[src/rtl/data_memory_be.sv]
// Byte-enabled data memory with sign/zero-extending loads.
// Zero-fills itself after reset, then accepts one access per cycle.
module data_memory_be #(
  parameter int MEMORY_DEPTH = 64,
  parameter int ADDR_WIDTH   = 32,
  parameter int READ_LATENCY = 1
) (
  input  logic                  clk,
  input  logic                  reset,
  input  logic                  Req_i,
  input  logic                  Write_i,
  input  logic [1:0]            Size_i,
  input  logic                  Unsigned_i,
  input  logic [ADDR_WIDTH-1:0] Address_i,
  input  logic [31:0]           Write_Data_i,
  output logic                  Ready_o,
  output logic                  Read_Valid_o,
  output logic [31:0]           Read_Data_o,
  output logic                  Error_o
);

  localparam int IDX_W = $clog2(MEMORY_DEPTH);
  localparam logic [IDX_W-1:0] LAST = IDX_W'(MEMORY_DEPTH - 1);

  typedef enum logic {
    INIT,
    IDLE
  } state_t;

  typedef struct packed {
    logic        valid;
    logic        load;
    logic        err;
    logic [1:0]  size;
    logic [1:0]  lane;
    logic        uns;
    logic [31:0] word;
  } stage_t;

  logic [31:0] mem [MEMORY_DEPTH];

  state_t           state_q, state_d;
  logic [IDX_W-1:0] cnt_q, cnt_d;

  logic             accept;
  logic             is_byte, is_half;
  logic             misalign, oor, bad;
  logic [IDX_W-1:0] idx;
  logic [1:0]       lane;
  logic [3:0]       be;
  logic [31:0]      wd_rep;
  logic [31:0]      rd_word;

  stage_t      s_in;
  stage_t      pipe_q [READ_LATENCY];
  stage_t      last;
  logic [31:0] sh;
  logic [31:0] result;
  logic [31:0] hold_q;

  always_ff @(posedge clk) begin
    if (reset) begin
      state_q <= INIT;
      cnt_q   <= '0;
    end else begin
      state_q <= state_d;
      cnt_q   <= cnt_d;
    end
  end

  always_comb begin
    state_d = state_q;
    cnt_d   = cnt_q;
    if (state_q == INIT) begin
      cnt_d = cnt_q + 1'b1;
      if (cnt_q == LAST) begin
        state_d = IDLE;
        cnt_d   = '0;
      end
    end
  end

  assign Ready_o = (state_q == IDLE) && !reset;
  assign accept  = Req_i && Ready_o;

  assign is_byte  = (Size_i == 2'b00);
  assign is_half  = (Size_i == 2'b01);
  assign lane     = Address_i[1:0];
  assign idx      = Address_i[IDX_W+1:2];
  assign misalign = (is_half && lane[0]) ||
                    (Size_i[1] && (lane != 2'b00));
  assign oor      = 64'(Address_i) >= 64'(4 * MEMORY_DEPTH);
  assign bad      = misalign || oor;
  assign rd_word  = mem[idx];

  always_comb begin
    be     = 4'hF;
    wd_rep = Write_Data_i;
    unique case (1'b1)
      is_byte: begin
        be     = 4'b0001 << lane;
        wd_rep = {4{Write_Data_i[7:0]}};
      end
      is_half: begin
        be     = lane[1] ? 4'b1100 : 4'b0011;
        wd_rep = {2{Write_Data_i[15:0]}};
      end
      default: begin
        be     = 4'hF;
        wd_rep = Write_Data_i;
      end
    endcase
  end

  // A load issued right after a store reads the already-updated word.
  always_ff @(posedge clk) begin
    if (!reset) begin
      if (state_q == INIT) begin
        mem[cnt_q] <= '0;
      end else if (accept && Write_i && !bad) begin
        for (int i = 0; i < 4; i++) begin
          if (be[i]) mem[idx][8*i +: 8] <= wd_rep[8*i +: 8];
        end
      end
    end
  end

  always_comb begin
    s_in       = '0;
    s_in.valid = accept;
    s_in.load  = !Write_i;
    s_in.err   = bad;
    s_in.size  = Size_i;
    s_in.lane  = lane;
    s_in.uns   = Unsigned_i;
    s_in.word  = rd_word;
  end

  always_ff @(posedge clk) begin
    if (reset) begin
      for (int i = 0; i < READ_LATENCY; i++) pipe_q[i] <= '0;
    end else begin
      pipe_q[0] <= s_in;
      for (int i = 1; i < READ_LATENCY; i++) pipe_q[i] <= pipe_q[i-1];
    end
  end

  assign last = pipe_q[READ_LATENCY-1];
  assign sh   = last.word >> {last.lane, 3'b000};

  always_comb begin
    result = '0;
    if (!last.err) begin
      unique case (1'b1)
        (last.size == 2'b00):
          result = {{24{!last.uns && sh[7]}}, sh[7:0]};
        (last.size == 2'b01):
          result = {{16{!last.uns && sh[15]}}, sh[15:0]};
        default:
          result = last.word;
      endcase
    end
  end

  assign Read_Valid_o = last.valid && last.load;
  assign Error_o      = last.valid && last.err;
  assign Read_Data_o  = Read_Valid_o ? result : hold_q;

  always_ff @(posedge clk) begin
    if (reset) hold_q <= '0;
    else if (Read_Valid_o) hold_q <= result;
  end

endmodule

[config.mk]
export PLATFORM = sky130hd
export DESIGN_NAME = data_memory_be
export DESIGN_NICKNAME = d
export VERILOG_FILES = /design/src/rtl/data_memory_be.sv
export SDC_FILE = /design/constraint.sdc
export NUM_CORES = 2
export LEC_CHECK = 0
export CORE_MARGIN = 5
export CORE_UTILIZATION = 23
export CTS_BUF_LIST = sky130_fd_sc_hd__clkbuf_4
export DETAILED_ROUTE_END_ITERATION = 8
export GPL_TIMING_DRIVEN = 0
export PLACE_DENSITY = 0.35
export SYNTH_ARGS = -nofsm -noshare
export SYNTH_HDL_FRONTEND = slang
export SYNTH_SLANG_ARGS = --single-unit
[constraint.sdc]
create_clock -name clk -period 6.1 [get_ports clk]
set_input_delay 1.83 -clock clk [delete_from_list [all_inputs] [get_ports clk]]
set_output_delay 1.83 -clock clk [all_outputs]
set_load 0.005 [all_outputs]
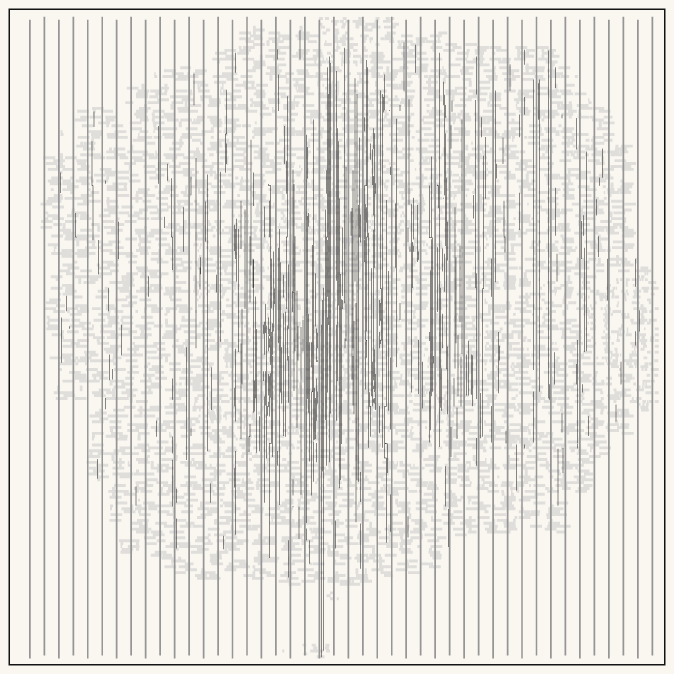
(metal 4)
Supply wires on this layer in grey.
- wire length on this layer: 23.9 mm
- longest straight run: 380 um
- main direction: vertical

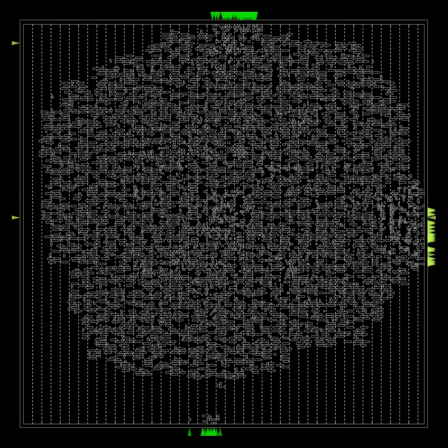
(placement view)
final core utilization: 0.286
num rows: 221
Tap Cells: 4794

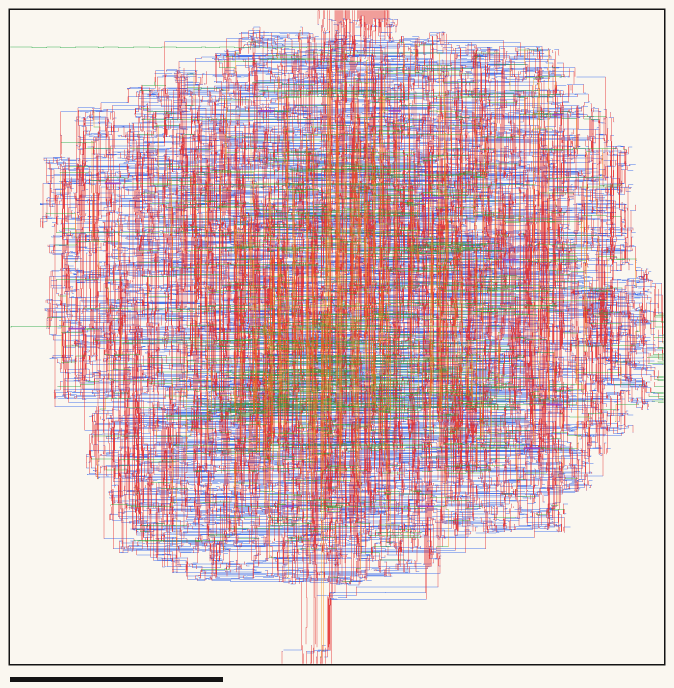
(wiring by layer)
Bar = 200 um.
- red: M2 (wire length 185 mm)
- blue: M1 (wire length 170 mm)
- green: M3 (wire length 33.0 mm)
- purple: M5 (wire length 144 um)
- orange: M4 (wire length 23.9 mm)

==> results.txt <==
fresh numbers from the pnr run: status finished with violations, failing checks capacitance limit, slew limit, setup timing, inverters 15, Clk pwr share 0.443, Worst-path clk slew 0.07 ns, Basic Gates by Area 0.0399, register bit total from synthesis 2127, CTS root buf clkbuf_4, Chip Area 0.376 sq mm, clock group power 0.0141 W, critical path endpoint category flip-flop, buffering overhead 0.0578, DRC 0, number of global-route vias before repair 50400, dpl hpwl 290 mm, critical path class in2reg, metal2 WL 185 mm, worst setup path endpoint pipe_q[0][28], Finished Layout Cells 10300, Max Cap Violations 5, Die Wd 613 um, placed cells 9228, Post-synth ARST share 0, Final Slew Violations 39, Switching Fraction 0.253, post-route cell area 0.104 sq mm, vias per cell 4.90, pre-CTS WS -1.53 ns, Worst Setup Slack, final -0.254 ns, Tot Pwr 0.0319 W, WP buf/inv 6, power density cells 308 mW/mm^2, clk tree area frac 0.0772, Post-CTS Hold Fix Bufs 0, Post-synth EDFFs 2048, clock buf count 892, Synth cell types 69, clk latency late pin 1.57 ns, Post-Synth Adder-Cell Area 0.000150, min cycle time layout 6.35 ns, worst reg2reg path endpoint mem[55][14], Max Used Layer met5, Congestion Overflow GR 0, internal power 0.0238 W, RD Place Congestion 0.955, Clock Skew 0.0950 ns, P_sw 0.00808 W, GR Util met2 0.330, CP top delay family buffers and inverters, Layout area overhead 23.8%, critical path's most frequent cell buf_2, Max-area cell class flip-flops and latches, Top Registers mem x2048, pipe_q x40, hold_q x32, crit start category primary input, Comb power frac 0.060, Final setup viols 16, n_diodes 11, CTS sink count 2127, mi-comb count 1639, GRT Overall Usage 0.215, combinational logic power 0.00192 W, DR pass1 iterations 7, initial drt markers 6661, initial antenna violation count 61
Power is estimated from default activity; no workload was simulated.
